`src/rtl/trd_sched_if.sv`:
```
// Fetch-scheduler bus: redirect, spawn, kill, block/wake controls and the fetch selection.
interface trd_sched_if;
  logic        stall;
  logic        redir_vld;
  logic [2:0]  redir_trd;
  logic [31:0] redir_pc;
  logic        spawn_req;
  logic [31:0] spawn_pc;
  logic        spawn_ack;
  logic [2:0]  spawn_trd;
  logic        kill_vld;
  logic [2:0]  kill_trd;
  logic        blk_vld;
  logic [2:0]  blk_trd;
  logic        wake_vld;
  logic [2:0]  wake_trd;
  logic        fetch_vld;
  logic [2:0]  trd_fetch;
  logic [31:0] pc_fetch;
  logic [7:0]  active_mask;

  modport master (
    output stall, redir_vld, redir_trd, redir_pc, spawn_req, spawn_pc,
           kill_vld, kill_trd, blk_vld, blk_trd, wake_vld, wake_trd,
    input  spawn_ack, spawn_trd, fetch_vld, trd_fetch, pc_fetch, active_mask
  );

  modport slave (
    input  stall, redir_vld, redir_trd, redir_pc, spawn_req, spawn_pc,
           kill_vld, kill_trd, blk_vld, blk_trd, wake_vld, wake_trd,
    output spawn_ack, spawn_trd, fetch_vld, trd_fetch, pc_fetch, active_mask
  );
endinterface

```
`src/rtl/trd_sched.sv`:
```
// 8-thread round-robin fetch scheduler with per-thread PC table,
// spawn/kill allocation and block/wake gating.

// Per-thread slot: active/blocked flags and the thread's PC.
module trd_slot #(
  parameter bit          RST_ACT = 1'b0,
  parameter logic [31:0] RST_PC  = 32'h0,
  parameter logic [31:0] PC_STEP = 32'd4
) (
  input  logic        clk,
  input  logic        rst,
  input  logic        spawn,
  input  logic [31:0] spawn_pc,
  input  logic        kill,
  input  logic        redir,
  input  logic [31:0] redir_pc,
  input  logic        adv,
  input  logic        blk,
  input  logic        wake,
  output logic        active,
  output logic        blocked,
  output logic [31:0] pc
);
  // Spawn only targets an idle slot, so it takes the whole slot; otherwise
  // kill beats redirect/block/wake, redirect beats the fetch increment.
  always_ff @(posedge clk) begin
    if (rst) begin
      active  <= RST_ACT;
      blocked <= 1'b0;
      pc      <= RST_PC;
    end else if (spawn) begin
      active  <= 1'b1;
      blocked <= 1'b0;
      pc      <= spawn_pc;
    end else begin
      if (redir && active && !kill) pc <= redir_pc;
      else if (adv)                 pc <= pc + PC_STEP;
      if (kill) begin
        active  <= 1'b0;
        blocked <= 1'b0;
      end else if (active) begin
        if (wake)     blocked <= 1'b0;
        else if (blk) blocked <= 1'b1;
      end
    end
  end
endmodule

module trd_sched #(
  parameter logic [31:0] RESET_PC = 32'h0000_0000,
  parameter logic [31:0] PC_STEP  = 32'd4
) (
  input  logic        clk,
  input  logic        rst,
  trd_sched_if.slave  bus
);
  localparam int NT = 8;

  logic [NT-1:0]       active, blocked, elig;
  logic [NT-1:0][31:0] pc_tab;
  logic [2:0]          rr_ptr, sel, free_id;
  logic                any_elig, spawn_ack, adv;
  logic [NT-1:0]       spawn_hit, kill_hit, redir_hit, adv_hit, blk_hit, wake_hit;

  assign elig     = active & ~blocked;
  assign any_elig = |elig;
  assign adv      = any_elig & ~bus.stall;

  // Round-robin pick: scan rr_ptr+1 .. rr_ptr+8 (mod 8), last grant goes last.
  always_comb begin
    logic [2:0] idx;
    logic       found;
    sel   = rr_ptr;
    found = 1'b0;
    idx   = '0;
    for (int k = 1; k <= NT; k++) begin
      idx = rr_ptr + 3'(k);
      if (!found && elig[idx]) begin
        sel   = idx;
        found = 1'b1;
      end
    end
  end

  // Lowest idle thread id for spawn; 0 when every thread is busy.
  always_comb begin
    logic hit;
    free_id = '0;
    hit     = 1'b0;
    for (int i = 0; i < NT; i++) begin
      if (!hit && !active[i]) begin
        free_id = 3'(i);
        hit     = 1'b1;
      end
    end
  end

  assign spawn_ack = bus.spawn_req & ~&active;

  // Decode per-thread strobes from the thread-id buses.
  always_comb begin
    for (int i = 0; i < NT; i++) begin
      spawn_hit[i] = spawn_ack    && (free_id       == 3'(i));
      kill_hit[i]  = bus.kill_vld  && (bus.kill_trd  == 3'(i));
      redir_hit[i] = bus.redir_vld && (bus.redir_trd == 3'(i));
      adv_hit[i]   = adv           && (sel           == 3'(i));
      blk_hit[i]   = bus.blk_vld   && (bus.blk_trd   == 3'(i));
      wake_hit[i]  = bus.wake_vld  && (bus.wake_trd  == 3'(i));
    end
  end

  for (genvar i = 0; i < NT; i++) begin : g_slot
    trd_slot #(
      .RST_ACT (i == 0),
      .RST_PC  ((i == 0) ? RESET_PC : 32'h0),
      .PC_STEP (PC_STEP)
    ) u_slot (
      .clk      (clk),
      .rst      (rst),
      .spawn    (spawn_hit[i]),
      .spawn_pc (bus.spawn_pc),
      .kill     (kill_hit[i]),
      .redir    (redir_hit[i]),
      .redir_pc (bus.redir_pc),
      .adv      (adv_hit[i]),
      .blk      (blk_hit[i]),
      .wake     (wake_hit[i]),
      .active   (active[i]),
      .blocked  (blocked[i]),
      .pc       (pc_tab[i])
    );
  end

  // Last-grant pointer; starts at 7 so thread 0 is first after reset.
  always_ff @(posedge clk) begin
    if (rst)      rr_ptr <= 3'd7;
    else if (adv) rr_ptr <= sel;
  end

  assign bus.fetch_vld   = any_elig;
  assign bus.trd_fetch   = sel;
  assign bus.pc_fetch    = pc_tab[sel];
  assign bus.spawn_ack   = spawn_ack;
  assign bus.spawn_trd   = free_id;
  assign bus.active_mask = active;
endmodule
```
`src/flat_wrapper.sv`:
```
// flat-port wrapper written by rule: the top's interface ports become plain ports
module trd_sched_flat 
#(
  parameter logic [31:0] RESET_PC = 32'h0000_0000,
  parameter logic [31:0] PC_STEP  = 32'd4
)
  (clk, rst, bus_stall, bus_redir_vld, bus_redir_trd, bus_redir_pc, bus_spawn_req, bus_spawn_pc, bus_kill_vld, bus_kill_trd, bus_blk_vld, bus_blk_trd, bus_wake_vld, bus_wake_trd, bus_spawn_ack, bus_spawn_trd, bus_fetch_vld, bus_trd_fetch, bus_pc_fetch, bus_active_mask);
  trd_sched_if bus_i ();
  input  logic clk;
  input  logic rst;
  input wire logic [$bits(bus_i.stall)-1:0] bus_stall;
  input wire logic [$bits(bus_i.redir_vld)-1:0] bus_redir_vld;
  input wire logic [$bits(bus_i.redir_trd)-1:0] bus_redir_trd;
  input wire logic [$bits(bus_i.redir_pc)-1:0] bus_redir_pc;
  input wire logic [$bits(bus_i.spawn_req)-1:0] bus_spawn_req;
  input wire logic [$bits(bus_i.spawn_pc)-1:0] bus_spawn_pc;
  input wire logic [$bits(bus_i.kill_vld)-1:0] bus_kill_vld;
  input wire logic [$bits(bus_i.kill_trd)-1:0] bus_kill_trd;
  input wire logic [$bits(bus_i.blk_vld)-1:0] bus_blk_vld;
  input wire logic [$bits(bus_i.blk_trd)-1:0] bus_blk_trd;
  input wire logic [$bits(bus_i.wake_vld)-1:0] bus_wake_vld;
  input wire logic [$bits(bus_i.wake_trd)-1:0] bus_wake_trd;
  output wire logic [$bits(bus_i.spawn_ack)-1:0] bus_spawn_ack;
  output wire logic [$bits(bus_i.spawn_trd)-1:0] bus_spawn_trd;
  output wire logic [$bits(bus_i.fetch_vld)-1:0] bus_fetch_vld;
  output wire logic [$bits(bus_i.trd_fetch)-1:0] bus_trd_fetch;
  output wire logic [$bits(bus_i.pc_fetch)-1:0] bus_pc_fetch;
  output wire logic [$bits(bus_i.active_mask)-1:0] bus_active_mask;
  assign bus_i.stall = bus_stall;
  assign bus_i.redir_vld = bus_redir_vld;
  assign bus_i.redir_trd = bus_redir_trd;
  assign bus_i.redir_pc = bus_redir_pc;
  assign bus_i.spawn_req = bus_spawn_req;
  assign bus_i.spawn_pc = bus_spawn_pc;
  assign bus_i.kill_vld = bus_kill_vld;
  assign bus_i.kill_trd = bus_kill_trd;
  assign bus_i.blk_vld = bus_blk_vld;
  assign bus_i.blk_trd = bus_blk_trd;
  assign bus_i.wake_vld = bus_wake_vld;
  assign bus_i.wake_trd = bus_wake_trd;
  assign bus_spawn_ack = bus_i.spawn_ack;
  assign bus_spawn_trd = bus_i.spawn_trd;
  assign bus_fetch_vld = bus_i.fetch_vld;
  assign bus_trd_fetch = bus_i.trd_fetch;
  assign bus_pc_fetch = bus_i.pc_fetch;
  assign bus_active_mask = bus_i.active_mask;
  trd_sched #(.RESET_PC(RESET_PC), .PC_STEP(PC_STEP)) u_core (.clk(clk), .rst(rst), .bus(bus_i));
endmodule
```
`config.mk`:
```
export PLATFORM = sky130hd
export DESIGN_NAME = trd_sched_flat
export DESIGN_NICKNAME = d
export VERILOG_FILES = /design/src/rtl/trd_sched_if.sv /design/src/rtl/trd_sched.sv /design/src/flat_wrapper.sv
export SDC_FILE = /design/constraint.sdc
export NUM_CORES = 1
export LEC_CHECK = 0
export ABC_CLOCK_PERIOD_IN_PS = 11500
export CAP_MARGIN = 20
export CORE_MARGIN = 4
export CORE_UTILIZATION = 40
export CTS_CLUSTER_DIAMETER = 150
export CTS_CLUSTER_SIZE = 12
export DETAILED_ROUTE_END_ITERATION = 8
export MAX_ROUTING_LAYER = met4
export PLACE_DENSITY = 0.61
export SYNTH_ARGS = -nofsm -noshare
export SYNTH_HDL_FRONTEND = slang
export SYNTH_SLANG_ARGS = --single-unit
```
`constraint.sdc`:
```
create_clock -name clk -period 11.5 [get_ports clk]
set_clock_uncertainty 0.1 [all_clocks]
set_input_delay 2.3 -clock clk [delete_from_list [all_inputs] [get_ports clk]]
set_output_delay 2.3 -clock clk [all_outputs]
set_load 0.03 [all_outputs]
```
Fig. 1: run 1, cell area per tile
The bar under the picture is 50 um long. 24 x 24 tiles, from white (low) to dark blue (high), 0 to 100% covered.
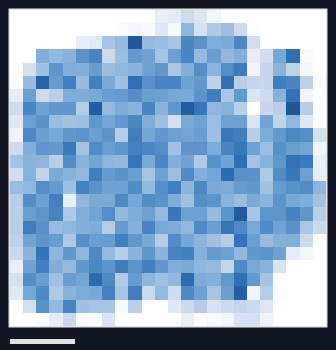
The mean over all tiles is 39%. The emptiest ninth of the die: upper right. 15% of the tiles are nearly empty. The fullest tile reaches 85%. 1.7% of the tiles are over 75% full.
area of the core: 54130 um^2
share of the core filled by cells before placement: 0.4061
Finished Core Util: 0.4434

Fig. 2: run 1, placed standard cells
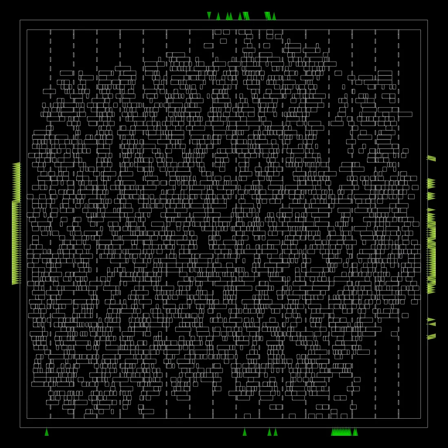
fillers: 5467
Site Rows: 85
fraction of area in registers: 0.2294
# Taps: 696
final instance count without filler cells: 3597

==> notes.md, run 1 <==
flow finished, numbers: first-pass GRT wire length=144100 um, flip-flop count of the largest register after layout=256, worst min-delay path class=flip-flop to flip-flop, yosys stat cell total=3005, Tightest Pin Transition=1.155 ns, global routing met3 resource utilization=0.05213, highest-count logic cell in the final layout=nor2_1, register containing the most flip-flops in the final layout=u_core.g_slot.u_slot.pc, net switching power figure=4.196 mW, number of buffer and inverter stages on the critical path=6, critical path endpoint=bus_pc_fetch[18], logic depth of the worst register-to-register path=14, met3 wirelength from detailed routing=8725 um, number of antenna violations at the first check in global routing=11, remaining max-slew budget at the tightest pin=0.2245, group drawing the most power=combinational cells, final setup violation count=0, root buffer cell=clkbuf_16, Setup TNS Final=0 ns, number of gates given a new drive strength after cts=0, wire length on met1=38330 um, number of nets in the layout=2981, clock latency reported for the late side of the worst-skew pair=0.58 ns, Flop+latch power=1.76 mW, launch instance of the worst register-to-register path=u_core.rr_ptr[1], run status=complete, no violations, standard cell with the maximum stage delay on the critical path=clkdlybuf4s50_1, highest cell delay on the worst timing path=0.81 ns, crit share post-route=0.7918, CP startpoint=u_core.rr_ptr[1], most frequent cells in the layout=nor2_1, a211oi_1, dfxtp_1, Final Hold Fails=0, Final min period=9.106 ns, most used cell, CP=buf_4, switching share of power=0.5355, layout cells sized above 1=0.05646, Internal Pwr Total=3.639 mW, vias in the first global route=22.32k, critical path data required time=9.10 ns, setup repair after global routing missed its margin=no, synthesized cell area=21980 um^2, # DRC=0, via count normalized by instance count=6.785, global routing's busiest layer=met2, maximum vdd ir drop=0.5498 mV, maximum level of the CTS H-tree=1, register-to-register path setup slack=5.84 ns, DR pass1 iterations=8
Fig. 3: run 1, nets reached from selected ports
The bar under the picture is 50 um long.
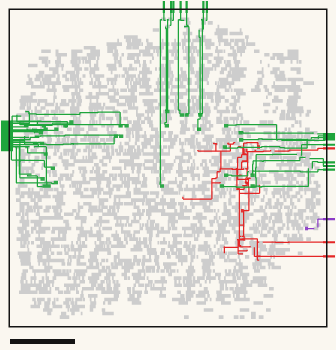
Key: green = bus_pc_fetch [bits 32, direction output, edge 17 left, 8 right, 7 top, end cells 32, buffers 32, wire 2290 um]; red = bus_trd_fetch [bits 3, direction output, edge right, end cells 3, buffers 3, wire 689 um]; purple = bus_spawn_ack [bits 1, direction output, edge right, end cells 1, buffers 1, wire 17.4 um]
I/O Pins: 132
number of buffer cells added on primary ports: 131

==> run 1: cells in the mapped netlist, types with 24 or more instances <==
| cell type | instances | share of area |
|---|---|---|
| and4_1 | 24 | 0.0096 |
| nand2_1 | 248 | 0.042 |
| a221oi_1 | 40 | 0.016 |
| nor3_1 | 52 | 0.012 |
| buf_2 | 47 | 0.011 |
| inv_1 | 29 | 0.0050 |
| a211oi_1 | 334 | 0.11 |
| o21ai_0 | 55 | 0.013 |
| a311oi_1 | 39 | 0.016 |
| clkbuf_1 | 190 | 0.032 |
| buf_1 | 41 | 0.0070 |
| xnor2_1 | 76 | 0.030 |
| nand3_1 | 113 | 0.026 |
| a32o_1 | 32 | 0.015 |
| nand4_1 | 68 | 0.019 |
| and3_1 | 31 | 0.0088 |
| dfxtp_1 | 275 | 0.25 |
| a31oi_1 | 25 | 0.0071 |
| buf_4 | 24 | 0.0082 |
| a21oi_1 | 249 | 0.057 |
| xor2_1 | 105 | 0.042 |
| nor2_1 | 490 | 0.084 |
| mux2i_1 | 109 | 0.050 |
==> run 1: how the worst min path moves through the flow <==
stage | start | to | slack, ns
5_1_grt | u_core.g_slot[3].u_slot.pc[1] | u_core.g_slot[3].u_slot.pc[1] | 0.40
3_5_place_dp | u_core.g_slot[1].u_slot.pc[0] | u_core.g_slot[1].u_slot.pc[0] | 0.38
4_1_cts | u_core.g_slot[1].u_slot.pc[0] | u_core.g_slot[1].u_slot.pc[0] | 0.39
6_report | u_core.g_slot[3].u_slot.pc[1] | u_core.g_slot[3].u_slot.pc[1] | 0.39
3_3_place_gp | u_core.g_slot[3].u_slot.pc[1] | u_core.g_slot[3].u_slot.pc[1] | 0.37
2_1_floorplan | u_core.g_slot[6].u_slot.pc[31] | u_core.g_slot[6].u_slot.pc[31] | 0.35
==> run 1: cell type report <==
class                           count  area, um^2
Tap cell                          696       870.8
Sequential cell                   275        5505
Fill cell                        5467       30130
Timing Repair Buffer              180        1718
Multi-Input combinational cell   2370       15060
Clock buffer                       28       679.4
Inverter                           34       132.6
Antenna cell                       14       35.03
==> run 1: metrics by stage <==
stage | hold WS [ns] | instances | cell area [um^2]
final | 0.3939 | 3597 | 24000
after CTS | 0.3927 | 3581 | 23930
after floorplan | 0.3546 | 3005 | 21980
after detailed placement | 0.3795 | 3553 | 23250
after global routing | 0.4047 | 3594 | 23990
after global placement | 0.3730 | 3552 | 23240
==> run 1: worst reg2reg max path, stage by stage, from the launching register on <==
cell      delay [ns]
dfxtp_1         0.31
buf_4           0.22
inv_1           0.17
ha_1            0.25
xor2_1          0.45
mux4_2          0.40
or4_1           0.42
a21oi_2         0.28
nor3b_2         0.21
o31a_2          0.18
buf_12          0.53
inv_4           0.44
nor4_4          1.08
a311oi_1        0.25
a311oi_1        0.29
==> run 1: kinds of logic after synthesis <==
family,count (synthesis),synth area share
DFF,275,0.2504
xor gates and xnor gates,181,0.07211
adders and majority gates,10,0.005692
AOI/OAI and AO/OA,916,0.2961
and+or+nand+nor,1133,0.2350
muxes,130,0.06927
buffers and inverters,360,0.07143
--- run 2 (diff from run 1) ---
--- a/config.mk
+++ b/config.mk
@@ -5,7 +5,7 @@
 export SDC_FILE = /design/constraint.sdc
 export NUM_CORES = 1
 export LEC_CHECK = 0
-export ABC_CLOCK_PERIOD_IN_PS = 11500
+export ABC_CLOCK_PERIOD_IN_PS = 7870
 export CAP_MARGIN = 20
 export CORE_MARGIN = 4
 export CORE_UTILIZATION = 40
@@ -13,7 +13,7 @@
 export CTS_CLUSTER_SIZE = 12
 export DETAILED_ROUTE_END_ITERATION = 8
 export MAX_ROUTING_LAYER = met4
-export PLACE_DENSITY = 0.61
+export PLACE_DENSITY = 0.64
 export SYNTH_ARGS = -nofsm -noshare
 export SYNTH_HDL_FRONTEND = slang
 export SYNTH_SLANG_ARGS = --single-unit
==> constraint.sdc (replaced) <==
create_clock -name clk -period 7.87 [get_ports clk]
set_clock_uncertainty 0.1 [all_clocks]
set_input_delay 1.574 -clock clk [delete_from_list [all_inputs] [get_ports clk]]
set_output_delay 1.574 -clock clk [all_outputs]
set_load 0.03 [all_outputs]
Fig. 4: run 2, placed standard cells
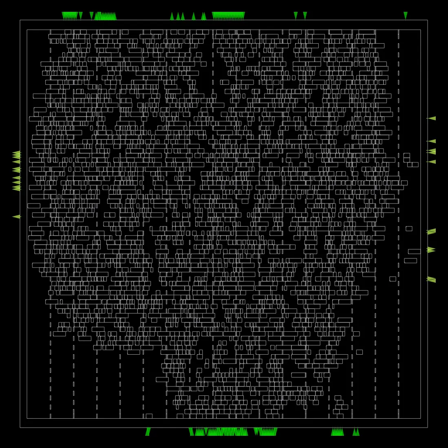
flop count: 275
Finished Core Util: 0.4468
fillers: 5401

Fig. 5: run 2, cell area per tile
The bar under the picture is 50 um long. 24 x 24 tiles, from white (low) to dark blue (high), 0 to 100% covered.
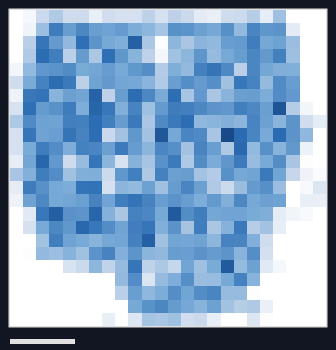
4.0% of the tiles are over 75% full. 19% of the tiles are nearly empty. The mean over all tiles is 40%.

==> run 2 against run 1 <==
Against the previous run: sequential share of layout area is 0.18 points lower; worst hold slack worse by 0.0041 ns; die area stayed put; sequential cell count stayed put; non-clock buffer count is 2 higher; clock power is 46% higher.
==> notes.md, run 2 <==
flow finished, numbers: Final min period=7.542 ns, I/O Pins=132 (unchanged), first-pass GRT wire length=138100 um (-4.2%), Post-Place Cell Area=23440 um^2 (+0.85%), number of antenna violations at the first check in global routing=5 (-6), synthesized cell area=21980 um^2 (unchanged), DR pass1 iterations=6 (-2), CP startpoint=u_core.rr_ptr[1], simple logic cell fraction of the synthesized area=0.2350 (unchanged), clock latency reported for the late side of the worst-skew pair=0.57 ns (about the same), number of nets in the layout=2983 (+0.067%), area of the core=54130 um^2 (unchanged), highest-count logic cell in the final layout=nor2_1, critical path data required time=6.20 ns (-2.90 ns), flip-flop count of the largest register after layout=256 (unchanged), logic depth of the worst register-to-register path=13 (-1), run status=complete, no violations, cell area after layout=24190 um^2 (+0.77%), cell types with the highest counts after synthesis=nor2_1, a211oi_1, dfxtp_1, a21oi_1, nand2_1, root buffer cell=clkbuf_16, cells taking the most area after synthesis=dfxtp_1, a211oi_1, nor2_1, a21oi_1, mux2i_1, setup repair after global routing missed its margin=no, register-to-register path setup slack=2.31 ns (-3.53 ns), global routing met3 resource utilization=0.05490 (+0.002767), vias in the first global route=21.56k (-3.4%), critical path endpoint=bus_pc_fetch[13]
==> run 2: cell count changes in the layout (fill, tap and decap cells not counted), sizes merged <==
cell	before	now
clkdlybuf4s50	130	105
diode	14	5
buf	49	76
==> run 2: how the worst min path moves through the flow <==
stage	startpoint	to	slack [ns]	depth (start not counted)
global placement	u_core.g_slot[0].u_slot.pc[1]	u_core.g_slot[0].u_slot.pc[1]	0.37	2
finish	u_core.g_slot[6].u_slot.pc[0]	u_core.g_slot[6].u_slot.pc[0]	0.39	2
detailed placement	u_core.g_slot[0].u_slot.pc[1]	u_core.g_slot[0].u_slot.pc[1]	0.38	2
CTS	u_core.g_slot[0].u_slot.pc[1]	u_core.g_slot[0].u_slot.pc[1]	0.39	2
global route	u_core.g_slot[6].u_slot.pc[0]	u_core.g_slot[6].u_slot.pc[0]	0.41	2
floorplan	u_core.g_slot[6].u_slot.pc[31]	u_core.g_slot[6].u_slot.pc[31]	0.35	2
==> run 2: layout make-up <==
class                   count  area (um^2)  area share
flip-flops and latches    275         5505      0.2276
multi-input cells        2370        15060      0.6227
clock buffers              28        679.4     0.02809
repair buffers            182         1926     0.07962
diodes                      5        12.51   0.0005173
inverters                  34        132.6    0.005484
well taps                 696        870.8     0.03601
==> run 2: kinds of logic (layout without fill, tap and decap cells) <==
| group | count (synthesis) | count (layout) |
|---|---|---|
| multiplexers | 130 | 130 |
| XOR/XNOR | 181 | 181 |
| other | 0 | 5 |
| flip-flops | 275 | 275 |
| AND-OR/OR-AND | 916 | 916 |
| adder cells (fa/ha/maj) | 10 | 10 |
| AND/OR/NAND/NOR | 1133 | 1133 |
| buffers and inverters | 360 | 244 |
==> run 2: power by group <==
part	internal, mW	switching, mW	leakage [nW]
Sequential	1.80	0.690	2.24
Combinational	3.51	5.18	5.10
Clock	0.602	0.599	0.334
==> run 2: per-layer routing <==
metal | routed length (um) | up-vias | part of all wire
li1 | - | 10865 | -
met1 | 39160 | 11342 | 0.43
met2 | 39540 | 1415 | 0.43
met3 | 9888 | 227 | 0.11
met4 | 3502 | 0 | 0.038
met5 | 0 | - | 0
==> run 2: worst max-delay path: stages, from the launching register on <==
cell	delay (ns)
dfxtp_1	0.31
buf_4	0.21
inv_1	0.15
ha_1	0.55
clkinv_1	0.38
mux4_2	0.39
a211o_1	0.31
o221a_1	0.24
a311oi_1	0.57
or2_1	0.41
inv_2	0.18
nor2_2	0.51
a32o_1	0.31
a221oi_1	0.10
clkdlybuf4s50_1	0.63
==> run 2: stage by stage <==
step	worst slack, ns	instances	hold slack (ns)	total power [mW]
2_1_floorplan	1.995	3005	0.3546	7.498
3_3_place_gp	1.206	3554	0.3723	10.89
3_5_place_dp	1.131	3554	0.3754	11.00
4_1_cts	0.4978	3582	0.3912	12.23
5_1_grt	0.1280	3590	0.4141	12.89
6_report	0.3278	3590	0.3899	12.38
Power is estimated from default activity; no workload was simulated.
